### Cell outlines without signal wires

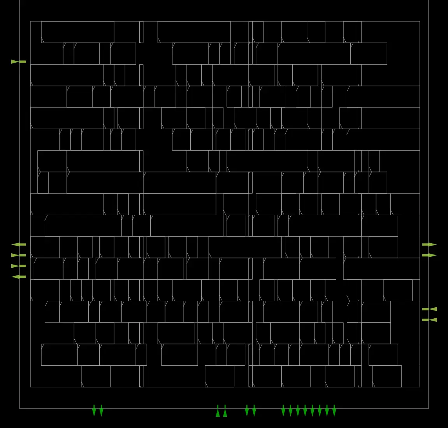
### Placement density heat map

10 x 10 tiles, from black (low) to pale yellow (high), 0 to 100% covered.
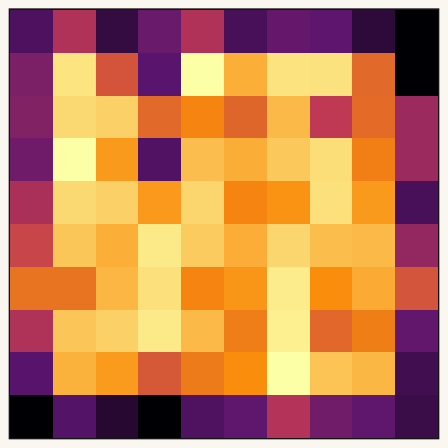
### Metal 3

Scale bar: 20 µm.
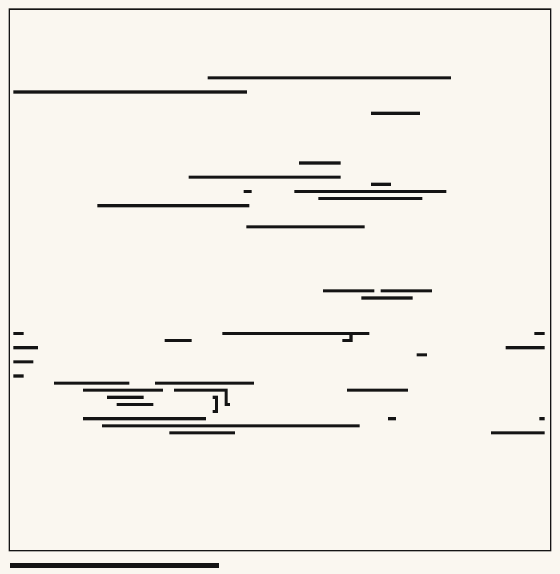
$ cat config.mk
export PLATFORM = sky130hd
export DESIGN_NAME = tl_multiway_fsm
export DESIGN_NICKNAME = d
export VERILOG_FILES = /design/src/rtl/tl_pkg.sv /design/src/rtl/tl_rr_arbiter.sv /design/src/rtl/tl_multiway_fsm.sv
export SDC_FILE = /design/constraint.sdc
export NUM_CORES = 1
export LEC_CHECK = 0
export CAP_MARGIN = 20
export CORE_UTILIZATION = 57
export DETAILED_ROUTE_END_ITERATION = 8
export PLACE_DENSITY_LB_ADDON = 0.2
export SLEW_MARGIN = 20
export SYNTH_ARGS = -nofsm -noshare
export SYNTH_HDL_FRONTEND = slang
export SYNTH_SLANG_ARGS = --single-unit
$ cat constraint.sdc
create_clock -name clk -period 6.4 [get_ports clk]
set_input_delay 1.92 -clock clk [delete_from_list [all_inputs] [get_ports clk]]
set_output_delay 1.92 -clock clk [all_outputs]
set_load 0.02 [all_outputs]
$ cat src/rtl/tl_pkg.sv
// Shared definitions for the multi-approach traffic-light controller.
// The state encoding is also driven out on the debug phase port, so the
// values below are fixed and must not be reordered.
package tl_pkg;

  typedef enum logic [1:0] {
    ST_ALLRED = 2'b00,
    ST_YELLOW = 2'b01,
    ST_GREEN  = 2'b10,
    ST_FLASH  = 2'b11
  } tl_state_e;

endpackage

$ cat src/rtl/tl_rr_arbiter.sv
// Combinational round-robin picker. The search starts at the approach after
// i_last and wraps, so i_last itself is the final candidate. When nothing is
// requested, o_next simply echoes i_last.
module tl_rr_arbiter #(
  parameter  int N_WAY = 4,
  localparam int IDX_W = $clog2(N_WAY)
) (
  input  logic [N_WAY-1:0] i_req,
  input  logic [IDX_W-1:0] i_last,
  output logic             o_valid,
  output logic [IDX_W-1:0] o_next
);

  logic [IDX_W-1:0] w_idx;

  // Walk candidates from farthest to nearest so the nearest requester is the last one written.
  always_comb begin
    o_valid = 1'b0;
    o_next  = i_last;
    w_idx   = '0;
    for (int k = N_WAY; k >= 1; k--) begin
      w_idx = IDX_W'((int'(i_last) + k) % N_WAY);
      if (i_req[w_idx]) begin
        o_valid = 1'b1;
        o_next  = w_idx;
      end
    end
  end

endmodule

$ cat src/rtl/tl_multiway_fsm.sv
// N-approach traffic-light controller. Vehicle requests are latched per
// approach and served one green at a time in round-robin order. Every green
// is bracketed by a full yellow and an all-red clearance, and a night mode
// flashes all yellows. Lamps decode only registered state, so asserting reset
// drops every approach to red immediately.
module tl_multiway_fsm
  import tl_pkg::*;
#(
  parameter  int N_WAY     = 4,
  parameter  int CNT_W     = 8,
  parameter  int GREEN_MIN = 4,
  parameter  int GREEN_MAX = 16,
  parameter  int YELLOW_T  = 3,
  parameter  int ALLRED_T  = 2,
  parameter  int FLASH_T   = 2,
  localparam int IDX_W     = $clog2(N_WAY)
) (
  input  logic             clk,
  input  logic             rst_n,
  input  logic [N_WAY-1:0] sensor,
  input  logic             flash_en,
  output logic [N_WAY-1:0] r_light,
  output logic [N_WAY-1:0] y_light,
  output logic [N_WAY-1:0] g_light,
  output logic [IDX_W-1:0] cur_way,
  output logic [1:0]       phase
);

  // Terminal timer values: the timer counts 0..T-1 inside a phase.
  localparam logic [CNT_W-1:0] C_ALLRED_END = CNT_W'(ALLRED_T - 1);
  localparam logic [CNT_W-1:0] C_GMIN_END   = CNT_W'(GREEN_MIN - 1);
  localparam logic [CNT_W-1:0] C_GMAX_END   = CNT_W'(GREEN_MAX - 1);
  localparam logic [CNT_W-1:0] C_YELLOW_END = CNT_W'(YELLOW_T - 1);
  localparam logic [CNT_W-1:0] C_FLASH_END  = CNT_W'(FLASH_T - 1);

  tl_state_e        r_state;
  logic [CNT_W-1:0] r_timer;
  logic [N_WAY-1:0] r_req;
  logic [IDX_W-1:0] r_cur_way;
  logic             r_flash_ph;

  tl_state_e        w_state_nxt;
  logic [CNT_W-1:0] w_timer_nxt;
  logic [CNT_W-1:0] w_timer_end;
  logic [N_WAY-1:0] w_req_nxt;
  logic [IDX_W-1:0] w_cur_nxt;
  logic             w_ph_nxt;
  logic             w_grant;

  logic [N_WAY-1:0] w_cur_oh;
  logic [N_WAY-1:0] w_green_mask;
  logic [N_WAY-1:0] w_grant_oh;
  logic             w_other_req;
  logic             w_arb_valid;
  logic [IDX_W-1:0] w_arb_next;

  assign w_cur_oh     = N_WAY'(1) << r_cur_way;
  assign w_green_mask = (r_state == ST_GREEN) ? w_cur_oh : '0;
  assign w_grant_oh   = N_WAY'(1) << w_arb_next;
  assign w_other_req  = |(r_req & ~w_cur_oh);

  // The arbiter sees only the registered requests, so a sensor edge costs one cycle before it can win.
  tl_rr_arbiter #(
    .N_WAY (N_WAY)
  ) u_arb (
    .i_req   (r_req),
    .i_last  (r_cur_way),
    .o_valid (w_arb_valid),
    .o_next  (w_arb_next)
  );

  // State register and datapath registers with asynchronous active-low reset.
  always_ff @(posedge clk or negedge rst_n) begin
    if (!rst_n) begin
      r_state    <= ST_ALLRED;
      r_timer    <= '0;
      r_req      <= '0;
      r_cur_way  <= IDX_W'(N_WAY - 1);
      r_flash_ph <= 1'b1;
    end else begin
      r_state    <= w_state_nxt;
      r_timer    <= w_timer_nxt;
      r_req      <= w_req_nxt;
      r_cur_way  <= w_cur_nxt;
      r_flash_ph <= w_ph_nxt;
    end
  end

  // Next-state, phase timer, request latch and flash phase.
  always_comb begin
    w_state_nxt = r_state;
    w_cur_nxt   = r_cur_way;
    w_ph_nxt    = r_flash_ph;
    w_grant     = 1'b0;
    w_timer_end = C_ALLRED_END;
    w_timer_nxt = r_timer;

    case (r_state)
      ST_ALLRED: begin
        w_timer_end = C_ALLRED_END;
        if (r_timer == C_ALLRED_END) begin
          // Night mode outranks any waiting traffic.
          if (flash_en) begin
            w_state_nxt = ST_FLASH;
          end else if (w_arb_valid) begin
            w_state_nxt = ST_GREEN;
            w_cur_nxt   = w_arb_next;
            w_grant     = 1'b1;
          end
        end
      end
      ST_GREEN: begin
        w_timer_end = C_GMAX_END;
        if ((r_timer == C_GMAX_END) ||
            ((r_timer >= C_GMIN_END) && w_other_req) ||
            flash_en) begin
          w_state_nxt = ST_YELLOW;
        end
      end
      ST_YELLOW: begin
        w_timer_end = C_YELLOW_END;
        if (r_timer == C_YELLOW_END) begin
          w_state_nxt = ST_ALLRED;
        end
      end
      ST_FLASH: begin
        w_timer_end = C_FLASH_END;
        if (!flash_en) begin
          w_state_nxt = ST_ALLRED;
          w_ph_nxt    = 1'b1;
        end else if (r_timer == C_FLASH_END) begin
          w_ph_nxt = ~r_flash_ph;
        end
      end
      default: begin
        w_state_nxt = ST_ALLRED;
      end
    endcase

    // Timer restarts on every state change and on each flash half-period, else saturates.
    if (w_state_nxt != r_state) begin
      w_timer_nxt = '0;
    end else if ((r_state == ST_FLASH) && (r_timer == C_FLASH_END)) begin
      w_timer_nxt = '0;
    end else if (r_timer != w_timer_end) begin
      w_timer_nxt = r_timer + 1'b1;
    end

    // The approach being served ignores its own sensor; the granted bit clears even if its sensor is high.
    w_req_nxt = (r_req | (sensor & ~w_green_mask)) & ~(w_grant ? w_grant_oh : '0);
  end

  // Moore lamp decode from registered state only.
  always_comb begin
    r_light = '1;
    y_light = '0;
    g_light = '0;
    case (r_state)
      ST_GREEN: begin
        g_light = w_cur_oh;
        r_light = ~w_cur_oh;
      end
      ST_YELLOW: begin
        y_light = w_cur_oh;
        r_light = ~w_cur_oh;
      end
      ST_FLASH: begin
        r_light = '0;
        y_light = {N_WAY{r_flash_ph}};
      end
      default: begin
        r_light = '1;
      end
    endcase
  end

  assign cur_way = r_cur_way;
  assign phase   = r_state;

endmodule

==> README.md <==
| Parameter | This run | Unit |
| --- | --- | --- |
| Final max-slew violation count | 0 | - |
| Largest cell class by area | logic gates | - |
| Starting DRT DRC Count | 61 | - |
| CP peak stage delay | 0.60 | ns |
| Final count of negative-setup-slack endpoints | 0 | - |
| Count of maximum capacitance violations | 0 | - |
| Non-clock buffering overhead | 0.135 | - |
| Vias | 1421 | - |
| Worst hold path startpoint | r_flash_ph | - |
| Residual antenna-violating net count after detailed routing | 0 | - |
| Final HPWL from detailed placement | 2600 | µm |
| Port bufs | 22 | - |
| Post-synthesis share of cell area spent on and-or and or-and gates | 0.240 | - |
| Die area | 2670 | µm² |
| Max IR drop VDD | 0.000302 | V |
| Hold Crit Depth | 2 | - |
| Seq cells post-synth | 17 | - |
| Most used routing layer | met2 | - |
| Cell class contributing the biggest share of worst-path delay | buffers and inverters | - |
| Layout Cell Area excl Fill | 1680 | µm² |
| Simple-Gate Fraction of Synth Area | 0.249 | - |
| Detail Route met2 WL | 1660 | µm |
| Net switching component of the power | 0.405 | mW |
| Beginning of the worst register-to-register path | phase[0] | - |
| Sum of negative setup slack | 0 | ns |
| Worst setup slack after placement | 2.55 | ns |
| M1 GR Usage | 0.386 | - |
| Largest register FFs | 8 | - |
| Bufs and invs on worst path | 3 | - |
| Asr flop ratio synth | 1.00 | - |
| First-pass GRT wire length | 5820 | µm |
| Clock network area share | 0.0178 | - |
| Clock sink total | 17 | - |
| Cell repeated most along the worst path | sky130_fd_sc_hd__inv_1 | - |
| Dominant cell by count in the synthesized netlist | sky130_fd_sc_hd__nand2_1 | - |
| Part of the total power dissipated in combinational logic | 0.656 | - |
| Placed Cells | 222 | - |
| Total nets after synthesis | 195 | - |
| Number of clock buffers in the layout | 3 | - |
| Pwr per Cell Area | 470 | nW/µm² |
| Inverters | 16 | - |
| Combinational gate power | 0.519 | mW |
| Number of inserted filler cells in the final layout | 164 | - |
| Overall die width | 51.7 | µm |
| Via count normalized by instance count | 6.29 | - |
| Power Clock | 0.0605 | mW |
| Via count of the first global-routing pass | 1301 | - |
| Post-synth top area share | 0.249 | - |
| Proportion of cell area occupied by registers | 0.255 | - |
| Log Warnings | 35 | - |
| Period utilization | 0.660 | - |
| Count of antenna diodes in the layout | 0 | - |
| Cell taking the most area after synthesis | sky130_fd_sc_hd__dfrtp_1 | - |
| Detailed-route wire length per cell | 15.4 | µm |
| Top power group | combinational logic | - |
| Top reg by flops | r_timer | - |
| Drt first pass iters | 4 | - |
| Pint | 0.386 | mW |
| Number of flops mapped to enable cells by yosys | 0 | - |
| Type of the worst setup path | flip-flop to output port | - |
| Overall power after layout | 0.791 | mW |
| Leak pwr | 0.726 | nW |
| Synth Instances | 176 | - |
| Maximum clock path buffer count | 2 | - |
| Largest fanout of any net on the critical path | 14 | - |
| Endpoint of the worst-slack reg-to-reg timing path | r_timer[1] | - |
| FF/Latch Area | 429 | µm² |
| Met3 routed wirelength | 250 | µm |
| Largest cells by area | sky130_fd_sc_hd__dfrtp_1 25%, sky130_fd_sc_hd__ha_1 11%, sky130_fd_sc_hd__nand2_1 6.1% | - |
| Most common library cells after synthesis | 23 x sky130_fd_sc_hd__nand2_1, 17 x sky130_fd_sc_hd__a21oi_1, 16 x sky130_fd_sc_hd__inv_1 | - |
| Boundary Pins | 23 | - |
| Number of warnings printed during yosys synthesis | 0 | - |
| Reg2Reg Setup Slack | 3.77 | ns |
| Min-delay worst type | flip-flop to flip-flop | - |
| Capturing instance or port of the critical path | g_light[2] | - |
| TritonCTS Buffers | 3 | - |
| CP arrival | 2.31 | ns |
| Routing usage on met2 | 0.470 | - |
| Summed standard-cell area reported by yosys | 1410 | µm² |
| Most frequently placed logic cell in the final layout | sky130_fd_sc_hd__nand2_1 | - |
| Multi-input logic cell count | 138 | - |
| Layout-stage area growth over the synthesis result | 19.4 | % |
| Unrepaired setup endpoints after global routing | false | - |
| Worst hold slack | 0.533 | ns |
| Adder share | 0.107 | - |
| Netlist Area Pre-Place | 1410 | µm² |
| Multi-input gate area in the final layout | 901 | µm² |
| Result of the run | complete, no violations | - |
| Post-CTS Setup Repair Bufs | 0 | - |
About 'Cell outlines without signal wires':
FP Rows: 17
tap cells: 28

About 'Placement density heat map':
emptiest ninth of the die: north-east
fullest tile: 100%
nearly empty tiles: 4.0%

About 'Metal 3':
wire length on this layer: 250 µm
share of all routed wire: 7.2%
main direction: horizontal
longest straight run: 24.4 µm
nets with wire on the layer: 32

Power figures rest on the tool's default switching activity, not on a simulated workload.
